run_1/flops_by_reg.png
Scale: 2 px per µm. Other sequential cells in the stronger gray, the rest of the logic in the fainter gray.
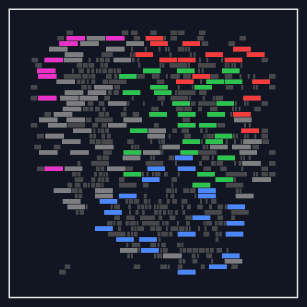
run_1/layer_met2.png
Scale: 2 px per µm.
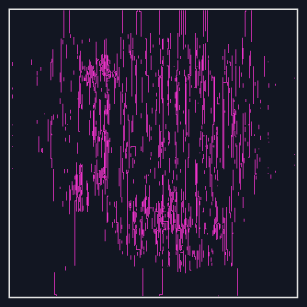
run_1/clocks.png
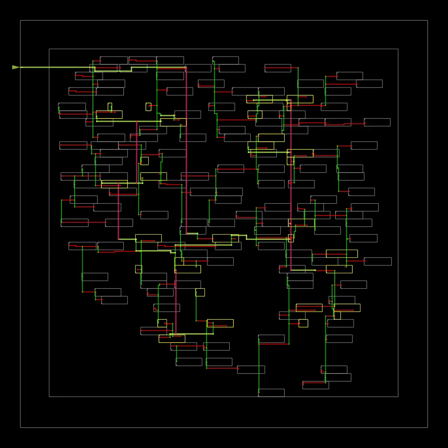
## src/rtl/seg7_scan_capture_pkg.sv

```systemverilog
// rtl/seg7_scan_capture_pkg.sv - shared segment codes, FSM states and strobe helpers for the 7-seg capture path
package seg7_scan_capture_pkg;

  // Active-low segment codes, bit0=A .. bit6=G
  localparam logic [6:0] SEG_0     = 7'h40;
  localparam logic [6:0] SEG_1     = 7'h79;
  localparam logic [6:0] SEG_2     = 7'h24;
  localparam logic [6:0] SEG_3     = 7'h30;
  localparam logic [6:0] SEG_4     = 7'h19;
  localparam logic [6:0] SEG_5     = 7'h12;
  localparam logic [6:0] SEG_6     = 7'h02;
  localparam logic [6:0] SEG_7     = 7'h78;
  localparam logic [6:0] SEG_8     = 7'h00;
  localparam logic [6:0] SEG_9     = 7'h10;
  localparam logic [6:0] SEG_BLANK = 7'h7F;

  typedef enum logic [1:0] {
    ST_IDLE   = 2'd0,
    ST_SETTLE = 2'd1,
    ST_HELD   = 2'd2
  } state_t;

  typedef struct packed {
    logic       invalid;
    logic       blank;
    logic       dp;
    logic [3:0] nibble;
  } digit_t;

  function automatic logic strobe_valid(input logic [3:0] s);
    case (s)
      4'b1110, 4'b1101, 4'b1011, 4'b0111: return 1'b1;
      default:                            return 1'b0;
    endcase
  endfunction

  function automatic logic [1:0] strobe_idx(input logic [3:0] s);
    case (s)
      4'b1110: return 2'd0;
      4'b1101: return 2'd1;
      4'b1011: return 2'd2;
      default: return 2'd3;
    endcase
  endfunction

endpackage

```

## src/rtl/seg7_pattern_decode.sv

```systemverilog
// rtl/seg7_pattern_decode.sv - combinational active-low 7-segment pattern to BCD nibble decoder
module seg7_pattern_decode
  import seg7_scan_capture_pkg::*;
(
  input  logic [6:0] pattern,
  output logic [3:0] nibble,
  output logic       blank,
  output logic       invalid
);

  always_comb begin
    nibble  = 4'h0;
    blank   = 1'b0;
    invalid = 1'b0;
    case (pattern)
      SEG_0:     nibble = 4'h0;
      SEG_1:     nibble = 4'h1;
      SEG_2:     nibble = 4'h2;
      SEG_3:     nibble = 4'h3;
      SEG_4:     nibble = 4'h4;
      SEG_5:     nibble = 4'h5;
      SEG_6:     nibble = 4'h6;
      SEG_7:     nibble = 4'h7;
      SEG_8:     nibble = 4'h8;
      SEG_9:     nibble = 4'h9;
      SEG_BLANK: blank  = 1'b1;
      default: begin
        invalid = 1'b1;
        nibble  = 4'hF;
      end
    endcase
  end

endmodule

```

## src/rtl/seg7_scan_capture.sv

```systemverilog
// rtl/seg7_scan_capture.sv - samples a multiplexed 4-digit 7-seg bus and publishes decoded frames
module seg7_scan_capture
  import seg7_scan_capture_pkg::*;
#(
  parameter int SETTLE_CYCLES  = 16,
  parameter int TIMEOUT_CYCLES = 2000000
) (
  input  logic        clk,
  input  logic        rst,
  input  logic [3:0]  digits_in,
  input  logic [7:0]  segments_in,
  output logic [15:0] value,
  output logic [3:0]  blank,
  output logic [3:0]  invalid,
  output logic [3:0]  dp,
  output logic        frame_valid,
  output logic        stale
);

  localparam int SW = $clog2(SETTLE_CYCLES);
  localparam int TW = $clog2(TIMEOUT_CYCLES + 1);

  logic [3:0]  dig_s1_q, dig_s2_q, dig_prev_q;
  logic [7:0]  seg_s1_q, seg_s2_q, seg_prev_q;

  state_t      state_q, state_d;
  logic [SW-1:0] settle_cnt_q, settle_cnt_d;
  logic [TW-1:0] timeout_cnt_q, timeout_cnt_d;
  logic [3:0]  seen_q, seen_d;
  digit_t [3:0] shadow_q, shadow_d;

  logic [15:0] value_q, value_d;
  logic [3:0]  blank_q, blank_d;
  logic [3:0]  invalid_q, invalid_d;
  logic [3:0]  dp_q, dp_d;
  logic        frame_valid_q, frame_valid_d;
  logic        stale_q, stale_d;

  logic        strobe_ok, same, sample, frame_fire;
  logic [1:0]  idx;
  logic [3:0]  dec_nibble;
  logic        dec_blank, dec_invalid;

  seg7_pattern_decode u_decode (
    .pattern (seg_s2_q[6:0]),
    .nibble  (dec_nibble),
    .blank   (dec_blank),
    .invalid (dec_invalid)
  );

  // Synchronisers idle at the "nothing driven" level so reset looks like an invalid strobe
  always_ff @(posedge clk or posedge rst) begin
    if (rst) begin
      dig_s1_q   <= 4'hF;
      dig_s2_q   <= 4'hF;
      dig_prev_q <= 4'hF;
      seg_s1_q   <= 8'hFF;
      seg_s2_q   <= 8'hFF;
      seg_prev_q <= 8'hFF;
    end else begin
      dig_s1_q   <= digits_in;
      dig_s2_q   <= dig_s1_q;
      dig_prev_q <= dig_s2_q;
      seg_s1_q   <= segments_in;
      seg_s2_q   <= seg_s1_q;
      seg_prev_q <= seg_s2_q;
    end
  end

  always_comb begin
    strobe_ok    = strobe_valid(dig_s2_q);
    same         = (dig_s2_q == dig_prev_q) && (seg_s2_q == seg_prev_q);
    idx          = strobe_idx(dig_s2_q);
    state_d      = state_q;
    settle_cnt_d = settle_cnt_q;
    sample       = 1'b0;
    case (state_q)
      ST_IDLE: begin
        if (strobe_ok) begin
          state_d      = ST_SETTLE;
          settle_cnt_d = '0;
        end
      end
      ST_SETTLE: begin
        if (!strobe_ok) begin
          state_d      = ST_IDLE;
          settle_cnt_d = '0;
        end else if (!same) begin
          settle_cnt_d = '0;
        end else if (settle_cnt_q == SW'(SETTLE_CYCLES - 1)) begin
          sample       = 1'b1;
          state_d      = ST_HELD;
          settle_cnt_d = '0;
        end else begin
          settle_cnt_d = settle_cnt_q + 1'b1;
        end
      end
      ST_HELD: begin
        if (!strobe_ok) begin
          state_d = ST_IDLE;
        end else if (!same) begin
          state_d      = ST_SETTLE;
          settle_cnt_d = '0;
        end
      end
      default: begin
        state_d      = ST_IDLE;
        settle_cnt_d = '0;
      end
    endcase
  end

  // A sample landing on the frame cycle sets its bit after the clear
  always_comb begin
    frame_fire = (seen_q == 4'hF);
    shadow_d   = shadow_q;
    seen_d     = frame_fire ? 4'h0 : seen_q;
    if (sample) begin
      shadow_d[idx].nibble  = dec_nibble;
      shadow_d[idx].blank   = dec_blank;
      shadow_d[idx].invalid = dec_invalid;
      shadow_d[idx].dp      = ~seg_s2_q[7];
      seen_d[idx]           = 1'b1;
    end
  end

  always_comb begin
    value_d       = value_q;
    blank_d       = blank_q;
    invalid_d     = invalid_q;
    dp_d          = dp_q;
    frame_valid_d = frame_fire;
    if (frame_fire) begin
      for (int i = 0; i < 4; i++) begin
        value_d[4*i +: 4] = shadow_q[i].nibble;
        blank_d[i]        = shadow_q[i].blank;
        invalid_d[i]      = shadow_q[i].invalid;
        dp_d[i]           = shadow_q[i].dp;
      end
    end
  end

  // stale also holds from reset until the first frame, since the counter starts at zero
  always_comb begin
    timeout_cnt_d = timeout_cnt_q;
    stale_d       = stale_q;
    if (frame_fire) begin
      timeout_cnt_d = '0;
      stale_d       = 1'b0;
    end else begin
      if (timeout_cnt_q != TW'(TIMEOUT_CYCLES))
        timeout_cnt_d = timeout_cnt_q + 1'b1;
      stale_d = stale_q | (timeout_cnt_d == TW'(TIMEOUT_CYCLES));
    end
  end

  always_ff @(posedge clk or posedge rst) begin
    if (rst) begin
      state_q       <= ST_IDLE;
      settle_cnt_q  <= '0;
      timeout_cnt_q <= '0;
      seen_q        <= 4'h0;
      shadow_q      <= '0;
      value_q       <= 16'h0000;
      blank_q       <= 4'hF;
      invalid_q     <= 4'h0;
      dp_q          <= 4'h0;
      frame_valid_q <= 1'b0;
      stale_q       <= 1'b1;
    end else begin
      state_q       <= state_d;
      settle_cnt_q  <= settle_cnt_d;
      timeout_cnt_q <= timeout_cnt_d;
      seen_q        <= seen_d;
      shadow_q      <= shadow_d;
      value_q       <= value_d;
      blank_q       <= blank_d;
      invalid_q     <= invalid_d;
      dp_q          <= dp_d;
      frame_valid_q <= frame_valid_d;
      stale_q       <= stale_d;
    end
  end

  assign value       = value_q;
  assign blank       = blank_q;
  assign invalid     = invalid_q;
  assign dp          = dp_q;
  assign frame_valid = frame_valid_q;
  assign stale       = stale_q;

endmodule

```

## config.mk

```make
export PLATFORM = sky130hd
export DESIGN_NAME = seg7_scan_capture
export DESIGN_NICKNAME = d
export VERILOG_FILES = /design/src/rtl/seg7_scan_capture_pkg.sv /design/src/rtl/seg7_pattern_decode.sv /design/src/rtl/seg7_scan_capture.sv
export SDC_FILE = /design/constraint.sdc
export NUM_CORES = 1
export LEC_CHECK = 0
export CORE_MARGIN = 10
export CORE_UTILIZATION = 35
export DETAILED_ROUTE_END_ITERATION = 8
export GPL_TIMING_DRIVEN = 1
export PLACE_DENSITY_LB_ADDON = 0.15
export SLEW_MARGIN = 20
export SYNTH_ARGS = -nofsm -noshare
export SYNTH_HDL_FRONTEND = slang
export SYNTH_SLANG_ARGS = --single-unit
```

## constraint.sdc

```tcl
create_clock -name clk -period 6.76 [get_ports clk]
set_input_delay 1.352 -clock clk [delete_from_list [all_inputs] [get_ports clk]]
set_output_delay 1.352 -clock clk [all_outputs]
set_load 0.1 [all_outputs]
```

==> results.tsv, run 1 <==
stage	metric	value	unit
status	status	complete, no violations	
clocking	clock_latency	410	ps
final_layout	drive_gt1_share	19.63	%
sta	finalHoldViolations	0	
worst_setup_path	startpoint_type	flip-flop	
floorplan	fp-utilization	35.41	%
sta	fmax	291.9	MHz
worst_setup_path	worst-path-buf-inv	1	
sta	min_period	3426	ps
drt	drtIter0Drc	278	
synthesis	most_common_cell	nand2_1	
drt	antenna_left	0	
final_layout	fin_nets	549	
pwr	p_leak	2.935	nW
grt	grt_overflow_total	0	
synthesis	yosys_area	5323	µm²
grt	grt_pass1_wl	18.50	mm
flow_run	warnings	27	
synthesis	topCellsByArea	dfrtp_1, dfstp_2, nand2_1, mux2_2, xnor2_1	
synthesis	ys_cells	488	
clocking	cts_buffers	17	
final_layout	diodes	0	
sta	slew_viol_final	0	
grt	grt_max_degree	79	
floorplan	die_h	143.3	µm
clocking	cts.repair.resized	0	
synthesis	synthArstFlopShare	100.0	%
drt	first_pass_iters	4	
synthesis	topCombFamilyByArea	simple AND/OR/NAND/NOR gates	
synthesis	common_cells	nand2_1, dfrtp_1, dfstp_2, nor2_1, xnor2_1	
clocking	cts_buffer_depth	2	
pwr	peakVddDrop	165.3	µV
grt	grt_use_total	11.42	%
sta	tightest_slew	1149	ps
sta	relSlewSlack	22.42	%
floorplan	rows	45	
final_layout	area_delta_synth_final	22.43	%
synthesis	syn-cell-area	5323	µm²
floorplan	chip_area	20540	µm²
synthesis	ys_sh_simple	19.61	%
worst_setup_path	end_kind	output port	
synthesis	mux_share	5.548	%
placement	io_buffers	43	
drt	drc	0	
clocking	clk_root_buffer_cell	clkbuf_16	
floorplan	core	15030	µm²
pwr	powerDensity	261.5	nW/µm²
final_layout	fillers	1402	
worst_setup_path	worstPathMaxFanout	2	
synthesis	synth_area_per_cell	10.91	µm²
synthesis	synth-main-ff-cell	dfrtp_1	
clocking	cts_tree	built	
synthesis	seq_area_frac_synth	59.73	%
synthesis	ys_sh_adder	0.7052	%
sta	grt_setup_unrepaired	false	
worst_setup_path	crit_required	5410	ps
placement	pre_cts_ws	3502	ps
drt	routed_via_density	4.937	
synthesis	ys_sh_xor	5.266	%
worst_setup_path	critical_path_arrival	2070	ps
synthesis	synthesis.nets	505	
placement	hpwl	7.306	mm
synthesis	synth_flops	125	
grt	antenna_found_initial	0	
grt	grt_pass1_vias	3621	
synthesis	synthesis.instances	488	
pwr	total_power	1.704	mW
synthesis	yosys.area.top_type_share	39.49	%
synthesis	synth_cell_types	61	
hold_path	hold_class	reg -> reg	
worst_setup_path	slowest_delay	1130	ps
clocking	hold_buffers	0	
sta	finalSetupViolations	0	
drt	avgRoutedWirePerCell	15.01	µm
sta	clock_skew	6.854	ps
flow_run	max-cap-violations	0	
floorplan	die_w	143.3	µm
worst_setup_path	path_class	reg -> out	
placement	gp_congestion	0.8629	
clocking	post_cts_buffers	0	
synthesis	synthAoiAreaFrac	6.535	%
worst_setup_path	crit_path_top_delay_cell	clkdlybuf4s50_1	
worst_setup_path	path_delay_family	buffers and inverters	
synthesis	edf_count	0	
sta	finalWorstSetupSlack	3334	ps
synthesis	ys.warnings.count	0	
final_layout	mi_logic_area	2018	µm²
worst_setup_path	path_cells	clkdlybuf4s50_1	
floorplan	boundaryPins	44	
sta	finalCritPeriodShare	50.68	%
clocking	clk_pin_slew_worst_paths	60	ps
clocking	htreeDepth	4	
sta	timing.setup.tns	0	ps
synthesis	largest_area_cell	dfrtp_1	
## Picture notes: flops_by_reg.png
Magenta marks `seg_s1_q`, sequential cells 8, where top left. Green marks `shadow_q`, sequential cells 28. Red marks `value`, sequential cells 16. Blue marks `timeout_cnt_q`, sequential cells 21.
Another 52 sequential cells are not colored.
Final Util: 43.35%
Flop area: 3179 µm²
seq pwr: 0.782 mW
fraction of area in registers: 48.79%

## Picture notes: layer_met2.png
The layer holds 45% of the routed length. 453 nets have wire on it. The longest straight run is 45.2 µm. The wires run mostly vertical. The layer carries 4930 µm of wire.
routed via count: 3619
GR Util met2: 16.66%
final WL: 11.00 mm

## Picture notes: clocks.png
seq_cells: 125
clock sinks: 125

[run 1: stage by stage]
step	area (µm²)	util (%)	hold slack (ps)	std cells
after floorplan	5323	-	345.2	488
after detailed placement	5941	39.52	346.8	701
final	6516	43.35	354.4	733
after global routing	6516	43.35	358.0	733
after global placement	5933	39.47	345.7	701
after CTS	6514	43.33	355.4	733
[run 1: placed cells by master, fill, tap and decap left out, types with 15 or more instances in the layout]
cell type / instances
dfstp_2: 41
a21oi_1: 15
clkdlybuf4s50_1: 43
mux2_2: 20
nor2_1: 31
dfrtp_1: 84
clkbuf_16: 18
o21ai_0: 17
nand2_1: 98
xnor2_1: 24
[run 1: path summary, 6_finish.rpt]
check | start | endpoint | slack [ps] | cells past startpoint
max | stale$_DFF_PP1_ | stale | 3330 | 1
min | dig_s1_q[1]$_DFF_PP1_ | dig_s2_q[1]$_DFF_PP1_ | 350 | 0
max reg2reg | seg_s2_q[1]$_DFF_PP1_ | shadow_q[19]$_DFFE_PP0P_ | 3620 | 6
min reg2reg | dig_s1_q[1]$_DFF_PP1_ | dig_s2_q[1]$_DFF_PP1_ | 350 | 0
max in group asynchronous | rst | value[14]$_DFFE_PP0P_ | 4250 | 3
min in group asynchronous | rst | timeout_cnt_q[1]$_DFF_PP0_ | 1430 | 2
[run 1: metal layers]
layer	vias to the layer above	GRT usage, %	part of all wire, %
met2	67	16.66	45
li1	1753	-	-
met4	0	5.427	2.2
met3	15	3.828	4.9
met5	-	0	0
met1	1784	14.91	48
[run 1: registers in the layout, summed over array words and instances (netlist names), 8 cells and up]
name           count
shadow_q          28
value             16
timeout_cnt_q     21
seg_prev_q         8
seg_s2_q           8
seg_s1_q           8
[run 1: cell type report]
class                      count  share of cell area, %
tap                          188                  3.610
clock buffer                  21                  7.239
multi-input combinational    328                  30.97
sequential                   125                  48.79
timing repair buffer          46                  6.951
inverter                      14                 0.8833
clock inverter                11                  1.555
[run 1: where the power goes]
group	internal, mW	total, mW	switching, mW
clock network	0.541	0.877	0.337
registers	0.769	0.782	0.0125
logic	0.0186	0.0450	0.0264
[run 1: cell families (layout without fill, tap and decap cells)]
group	count (synthesis)	count (layout)
mux	27	27
compound gates	56	56
flops	125	125
fa+ha+maj	3	3
buf+inv	35	92
xor+xnor	32	32
simple gates	210	210
run_1/power_grid.png
Scale: 2 px per µm. Pins as bars on the die edge.
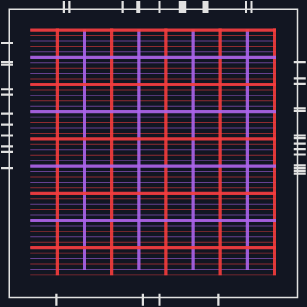

==> run 2: changes to the inputs <==
==> constraint.sdc (replaced) <==
create_clock -name clk -period 2.81 [get_ports clk]
set_input_delay 0.562 -clock clk [delete_from_list [all_inputs] [get_ports clk]]
set_output_delay 0.562 -clock clk [all_outputs]
set_load 0.1 [all_outputs]
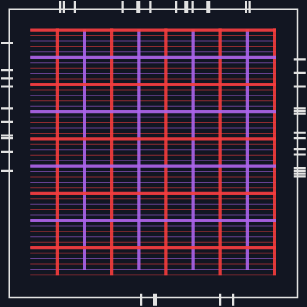
run_2/power_grid.png
Scale: 2 px per µm. Pins as bars on the die edge.
Red marks VSS. Purple marks VDD.
The core has 45 rows. 44 signal pins sit on the boundary. 9 straps on met5. 9 straps on met4.

==> run 2 against run 1 <==
Synthesized area stayed put; critical path type is now reg -> reg; largest power group unchanged; hold slack worse by 1.2 ps; register-to-register slack worse by 3300 ps; highest routed layer unchanged.
==> results.tsv, run 2 <==
stage	metric	value	unit	change
sta	grt_setup_unrepaired	false		
clocking	post_cts_buffers	0		unchanged
clocking	htreeDepth	4		unchanged
worst_setup_path	crit_required	3100	ps	-2310 ps
pwr	p_sw	0.8915	mW	+140%
worst_setup_path	worst-path-buf-inv	0		-1
pwr	pwr-share-clk	52.1	%	+0.6 points
worst_setup_path	critical_path_arrival	2800	ps	+730 ps
hold_path	min_from	seg_s1_q[4]$_DFF_PP1_		
flow_run	warnings	27		unchanged
drt	wl_met3	409	µm	-24%
worst_setup_path	crit_path_top_delay_cell	dfstp_2		
clocking	cts_buffer_depth	2		unchanged
synthesis	yosys_area	5323	µm²	unchanged
final_layout	lay_top_count	nand2_1		
synthesis	synth_flops	125		unchanged
synthesis	topCellsByArea	dfrtp_1, dfstp_2, nand2_1, mux2_2, xnor2_1		
sta	timing.setup.tns	0	ps	unchanged
floorplan	die_h	143.3	µm	unchanged
synthesis	seq_area_frac_synth	59.73	%	unchanged
grt	grt_overflow_total	0		unchanged
worst_setup_path	path_delay_family	AND-OR/OR-AND gates		
pwr	peakVddDrop	445.8	µV	+170%
hold_path	hold_depth	0		unchanged
pwr	powerDensity	636.1	nW/µm²	+140%
status	status	complete, no violations		
synthesis	synthArstFlopShare	100.0	%	unchanged
clocking	clk_pin_slew_worst_paths	60	ps	about the same
placement	io_buffers	43		unchanged
drt	antenna_left	0		unchanged
clocking	hold_buffers	0		unchanged
worst_setup_path	reg2reg_from	seg_s2_q[1]$_DFF_PP1_		
drt	wl_met1	5.434	mm	+2.7%
drt	routed_wl	11.00	mm	about the same
drt	drtIter0Drc	287		+3.2%
sta	finalSetupViolations	0		unchanged
worst_setup_path	slowest_delay	650	ps	-480 ps
worst_setup_path	path_class	reg -> reg		
final_layout	fillers	1426		+1.7%
sta	finalCritPeriodShare	89.47	%	
placement	placed_cells	709		+1.1%
pwr	switching_share	21.40	%	-0.63 points
final_layout	layout_top_cells	nand2_1, dfrtp_1, dfstp_2		
grt	grt_pass1_wl	18.71	mm	+1.1%
drt	routed_via_density	4.903		-0.70%
floorplan	die_w	143.3	µm	unchanged
pwr	total_power	4.166	mW	+140%
synthesis	synthesis.instances	488		unchanged
drt	wl_met2	4.994	mm	+1.2%
clocking	clock_latency	410	ps	about the same
final_layout	diodes	0		unchanged
worst_setup_path	path_cells	or3b_2 -> a211oi_1 -> a221oi_1 -> o41ai_1 -> o21ai_0 -> mux2_2		
floorplan	core	15030	µm²	unchanged
final_layout	largest_reg_flops	28		unchanged
worst_setup_path	startpoint_type	flip-flop		
grt	grt_use_total	11.49	%	+0.075 points
drt	first_pass_iters	4		unchanged
synthesis	ys.warnings.count	0		unchanged
synthesis	yosys.area.top_type_share	39.49	%	unchanged
worst_setup_path	rrSetupSlack	300	ps	-3320 ps
synthesis	common_cells	nand2_1, dfrtp_1, dfstp_2, nor2_1, xnor2_1		
final_layout	area_delta_synth_final	23.04	%	
synthesis	edf_count	0		unchanged
grt	grt_pass1_vias	3653		+0.88%
sta	fmax	397.8	MHz	
final_layout	fin_nets	557		+1.5%
clocking	cts_sinks	125		unchanged
sta	tightest_slew	791.9	ps	-356.9 ps
pwr	p_seq_share	45.2	%	-0.7 points
floorplan	fp-utilization	35.41	%	unchanged
hold_path	hold_path_end	seg_s2_q[4]$_DFF_PP1_		
final_layout	drive_gt1_share	26.40	%	+6.8 points
synthesis	synthesis.nets	505		unchanged
pwr	share_comb_of_total_power	2.7	%	about the same
worst_setup_path	r2r-end	shadow_q[10]$_DFFE_PP0P_		
sta	slew_viol_final	0		unchanged
clocking	cts_buffers	17		unchanged
synthesis	largest_area_cell	dfrtp_1		
grt	antenna_found_initial	0		unchanged
placement	hpwl	7.595	mm	+4.0%
worst_setup_path	worstPathMaxFanout	12		+10
synthesis	syn-cell-area	5323	µm²	unchanged
flow_run	max-cap-violations	0		unchanged
synthesis	synth-main-ff-cell	dfrtp_1		
final_layout	top_register	shadow_q		
clocking	clk_root_buffer_cell	clkbuf_16		
floorplan	rows	45		unchanged
synthesis	synth_area_per_cell	10.91	µm²	unchanged
worst_setup_path	worstRegToRegCells	6		unchanged
sta	relSlewSlack	46.52	%	+24 points
placement	gp_congestion	0.8687		+0.67%
pwr	p_int	3.274	mW	+150%
drt	top_layer	met4		
final_layout	final_cells	741		+1.1%
sta	clock_skew	5.179	ps	-1.675 ps
clocking	cts.repair.resized	0		unchanged
clocking	cts_tree	built		
synthesis	most_common_cell	nand2_1		
synthesis	ys_cells	488		unchanged
hold_path	hold_class	reg -> reg		
sta	finalHoldViolations	0		unchanged
floorplan	boundaryPins	44		unchanged
drt	avgRoutedWirePerCell	14.84	µm	-1.1%
drt	drc	0		unchanged
grt	grt_max_degree	54		-32%
pwr	p_leak	3.055	nW	+4.1%
worst_setup_path	end_kind	flip-flop		
sta	min_period	2514	ps	
synthesis	synth_cell_types	61		unchanged
drt	num_vias	3633		+0.39%
floorplan	chip_area	20540	µm²	unchanged
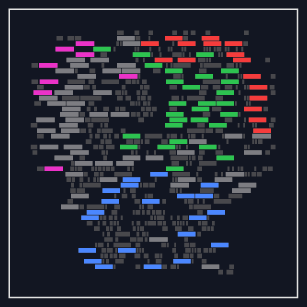
run_2/flops_by_reg.png
Scale: 2 px per µm. Other sequential cells in the stronger gray, the rest of the logic in the fainter gray.
Blue marks `timeout_cnt_q`, sequential cells 21. Green marks `shadow_q`, sequential cells 28. Magenta marks `seg_s1_q`, sequential cells 8, where top left. Red marks `value`, sequential cells 16, where top right.
Another 52 sequential cells are not colored.
fraction of area in registers: 48.55%
Final Util: 43.56%
seq pwr: 1.88 mW

==> run 2: cell count changes in the layout (fill, tap and decap cells not counted) <==
cell and delta:
clkbuf_8 +1, buf_12 +2, clkinv_4 +4, o41ai_1 +1
clkdlybuf4s50_1 -30, inv_4 -1, clkinv_2 +1, o41ai_2 -1
inv_6 -4, buf_4 +36, clkbuf_16 +1, clkbuf_1 -2
==> run 2: stage by stage <==
| step | worst slack, ps | area [µm²] | hold WS (ps) | utilization (%) |
|---|---|---|---|---|
| 2_1_floorplan | 367.3 | 5326 | 345.2 | - |
| 3_3_place_gp | 464.2 | 5944 | 345.5 | 39.54 |
| 3_5_place_dp | 289.2 | 5944 | 347.0 | 39.54 |
| 4_1_cts | 271.7 | 6549 | 353.5 | 43.56 |
| 5_1_grt | 104.5 | 6549 | 351.4 | 43.56 |
| 6_report | 295.9 | 6549 | 353.2 | 43.56 |
==> run 2: power groups by stage <==
stage / Combinational, mW / Sequential, mW / Clock [mW]
after detailed placement: 0.117 / 1.91 / 0
after CTS: 0.118 / 1.88 / 2.24
after global routing: 0.130 / 1.89 / 2.33
after floorplan: 0.0800 / 1.89 / 0
after global placement: 0.115 / 1.91 / 0
final: 0.113 / 1.88 / 2.17
==> run 2: worst max path at each step <==
stage	slack, ps	cells after the start	to	start
finish	300	6	shadow_q[10]$_DFFE_PP0P_	seg_s2_q[1]$_DFF_PP1_
global route	100	6	shadow_q[17]$_DFFE_PP0P_	seg_s2_q[1]$_DFF_PP1_
CTS	270	6	shadow_q[10]$_DFFE_PP0P_	seg_s2_q[1]$_DFF_PP1_
detailed placement	290	6	shadow_q[10]$_DFFE_PP0P_	seg_s2_q[1]$_DFF_PP1_
global placement	460	6	shadow_q[17]$_DFFE_PP0P_	seg_s2_q[1]$_DFF_PP1_
floorplan	370	8	shadow_q[14]$_DFFE_PP0P_	seg_s2_q[4]$_DFF_PP1_
==> run 2: final cells by class <==
cell class / count / area (µm²) / share of cell area, %
inverter: 14 / 56.30 / 0.8598
timing repair buffer: 54 / 462.9 / 7.069
multi-input combinational: 328 / 2011 / 30.70
sequential: 125 / 3179 / 48.55
clock inverter: 11 / 101.3 / 1.548
clock buffer: 21 / 503.0 / 7.681
tap: 188 / 235.2 / 3.592
==> run 2: kinds of logic after synthesis <==
family,after synthesis,synth area share (%)
flip-flops,125,59.73
buffers and inverters,35,2.609
AND-OR/OR-AND,56,6.536
AND/OR/NAND/NOR,210,19.61
adder cells (fa/ha/maj),3,0.7053
multiplexers,27,5.548
XOR/XNOR,32,5.266
==> run 2: layer usage <==
layer	GRT usage (%)	up-vias
li1	-	1772
met1	15.73	1790
met2	16.68	59
met3	3.201	12
met4	4.836	0
met5	0	-
run_2/cell_density.png
Scale: 2 px per µm. 14 x 14 tiles, from black (low) to pale yellow (high), 0 to 100% covered.
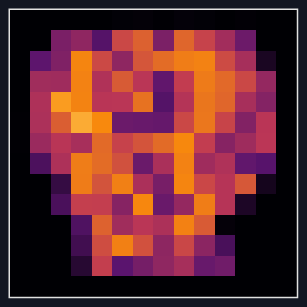

==> run 3: changes to the inputs <==
==> constraint.sdc (replaced) <==
create_clock -name clk -period 2.5 [get_ports clk]
set_input_delay 0.5 -clock clk [delete_from_list [all_inputs] [get_ports clk]]
set_output_delay 0.5 -clock clk [all_outputs]
set_load 0.1 [all_outputs]
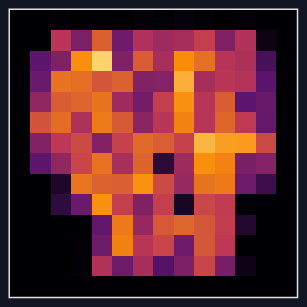
run_3/cell_density.png
Scale: 2 px per µm. 14 x 14 tiles, from black (low) to pale yellow (high), 0 to 100% covered.
The emptiest ninth of the die: bottom left. 36% of the tiles are nearly empty. The fullest tile reaches 91%. The densest ninth of the die: middle. 5.1% of the tiles are over 75% full.

==> run 3 against run 2 <==
Via count is 0.69% higher; clock-buffer cell count is 2 lower; first-iteration DRC count is 18% higher; synthesized cell count stayed put; total power is 16% higher; sequential power is 12% higher; die size stayed put.
==> results.tsv, run 3 <==
stage	metric	value	unit	change
floorplan	rows	45		unchanged
clocking	clk_pin_slew_worst_paths	60	ps	about the same
synthesis	synth-main-ff-cell	dfrtp_1		
final_layout	area_delta_synth_final	24.59	%	
worst_setup_path	crit_required	2800	ps	-300 ps
pwr	powerDensity	731.2	nW/µm²	+15%
synthesis	synth_area_per_cell	10.91	µm²	unchanged
sta	tightest_slew	669.8	ps	-122.1 ps
worst_setup_path	reg2reg_from	seg_s2_q[1]$_DFF_PP1_		
synthesis	synthesis.instances	488		unchanged
grt	grt_pass1_wl	18.75	mm	+0.26%
synthesis	most_common_cell	nand2_1		
drt	num_vias	3658		+0.69%
placement	gp_congestion	0.8353		-3.8%
placement	io_buffers	43		unchanged
grt	grt_pass1_vias	3672		+0.52%
pwr	peakVddDrop	455.1	µV	+2.1%
synthesis	edf_count	0		unchanged
floorplan	die_h	143.3	µm	unchanged
worst_setup_path	startpoint	seg_s2_q[1]$_DFF_PP1_		
flow_run	max-cap-violations	0		unchanged
synthesis	common_cells	nand2_1, dfrtp_1, dfstp_2, nor2_1, xnor2_1		
synthesis	yosys.area.top_type_share	39.49	%	unchanged
clocking	cts_buffer_depth	2		unchanged
clocking	clk_root_buffer_cell	clkbuf_16		
flow_run	warnings	27		unchanged
synthesis	largest_area_cell	dfrtp_1		
synthesis	synth_cell_types	61		unchanged
synthesis	ys.warnings.count	0		unchanged
pwr	p_sw	1.029	mW	+15%
worst_setup_path	path_delay_family	AND-OR/OR-AND gates		
final_layout	top_register	shadow_q		
sta	finalHoldViolations	0		unchanged
floorplan	boundaryPins	44		unchanged
status	status	complete, no violations		
final_layout	drive_gt1_share	27.24	%	+0.84 points
sta	timing.setup.tns	0	ps	unchanged
synthesis	synth_flops	125		unchanged
clocking	post_cts_buffers	0		unchanged
grt	antenna_found_initial	0		unchanged
worst_setup_path	path_class	reg -> reg		
worst_setup_path	worst-path-buf-inv	0		unchanged
synthesis	yosys_area	5323	µm²	unchanged
worst_setup_path	slowest_delay	650	ps	about the same
placement	hpwl	7.632	mm	+0.49%
worst_setup_path	worstPathMaxFanout	12		unchanged
drt	drtIter0Drc	339		+18%
grt	grt_use_total	11.52	%	+0.023 points
final_layout	final_util	44.11	%	+0.55 points
sta	fmax	420.3	MHz	+5.7%
floorplan	chip_area	20540	µm²	unchanged
clocking	cts_sinks	125		unchanged
final_layout	fin_nets	562		+0.90%
worst_setup_path	rrSetupSlack	120	ps	-180 ps
pwr	p_leak	3.088	nW	+1.1%
pwr	p_seq_share	43.5	%	-1.7 points
worst_setup_path	startpoint_type	flip-flop		
final_layout	largest_reg_flops	28		unchanged
hold_path	hold_path_end	seg_s2_q[6]$_DFF_PP1_		
floorplan	fp-utilization	35.41	%	unchanged
drt	first_pass_iters	4		unchanged
final_layout	diodes	0		unchanged
sta	min_period	2379	ps	-134.9 ps
sta	clock_skew	9.034	ps	+3.855 ps
pwr	share_comb_of_total_power	3.0	%	+0.3 points
hold_path	hold_class	reg -> reg		
clocking	htreeDepth	4		unchanged
worst_setup_path	end_kind	flip-flop		
drt	avgRoutedWirePerCell	14.91	µm	+0.47%
floorplan	core	15030	µm²	unchanged
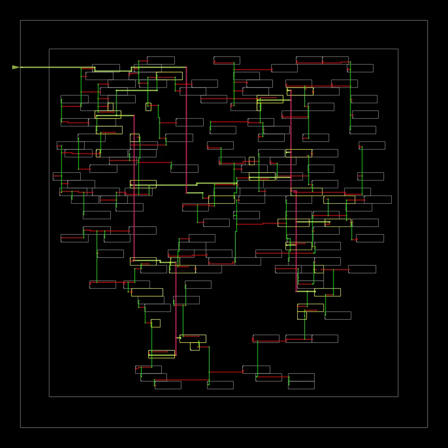
run_3/clocks.png
clk_lat worst skew: 420 ps
clock buffer count from CTS: 17

run 3: cell counts after synthesis:
No cell type changed its count.
run 3: worst register-to-register path, cell delays in order, from the launching register on:
cell and delay [ps]:
dfstp_2 650, or3b_2 460, a211oi_1 320, a221oi_1 130, o41ai_1 160, o21ai_2 230, mux2_2 320
run 3: worst max-delay path by stage:
stage,cells after the start,endpoint
detailed placement,6,shadow_q[10]$_DFFE_PP0P_
CTS,6,shadow_q[10]$_DFFE_PP0P_
global route,6,shadow_q[10]$_DFFE_PP0P_
finish,6,shadow_q[17]$_DFFE_PP0P_
floorplan,8,shadow_q[14]$_DFFE_PP0P_
global placement,6,shadow_q[17]$_DFFE_PP0P_
run 3: per-stage QoR:
step | cell area, µm² | setup slack [ps] | cells | total power, mW
2_1_floorplan | 5326 | 57.35 | 488 | 2.220
3_3_place_gp | 5995 | -52.71 | 714 | 2.286
3_5_place_dp | 5995 | -78.18 | 714 | 2.290
4_1_cts | 6615 | 25.19 | 746 | 4.913
5_1_grt | 6631 | 15.23 | 746 | 5.020
6_report | 6631 | 120.8 | 746 | 4.849
run 3: cell type report:
cell class / instances / area (µm²) / area share [%]
Sequential cell: 125 / 3179 / 47.94
Multi-Input combinational cell: 328 / 2027 / 30.57
Timing Repair Buffer: 59 / 513.0 / 7.736
Clock buffer: 19 / 432.9 / 6.528
Tap cell: 188 / 235.2 / 3.547
Clock inverter: 13 / 187.7 / 2.830
Inverter: 14 / 56.30 / 0.8491
run 3: power by group through the flow:
stage                     logic, mW  clock network [mW]  registers [mW]
final                         0.145                2.60            2.11
after global routing          0.164                2.74            2.11
after CTS                     0.148                2.66            2.11
after detailed placement      0.148                   0            2.14
after global placement        0.146                   0            2.14
after floorplan              0.0899                   0            2.13
run 3: per-layer routing:
layer	routed length, µm	track usage, %	part of all wire [%]
met5	0	0	0
met4	200	5.373	1.8
met3	536	3.498	4.8
met2	4967	16.54	45
met1	5420	15.53	49
run 3: what timing repair did:
action                     4_1_cts  5_1_grt
resized                          1        3
hold buffers                     0        0
hold endpoints to repair         0        0
gates cloned                     0        0
setup endpoints to repair        4        6
run 3: logic make-up after synthesis:
| kind of cell | count (synthesis) | synth area share [%] |
|---|---|---|
| simple gates | 210 | 19.61 |
| buf+inv | 35 | 2.609 |
| xor+xnor | 32 | 5.266 |
| fa+ha+maj | 3 | 0.7053 |
| flops | 125 | 59.73 |
| mux | 27 | 5.548 |
| compound gates | 56 | 6.536 |
Power and IR drop assume default switching activity.
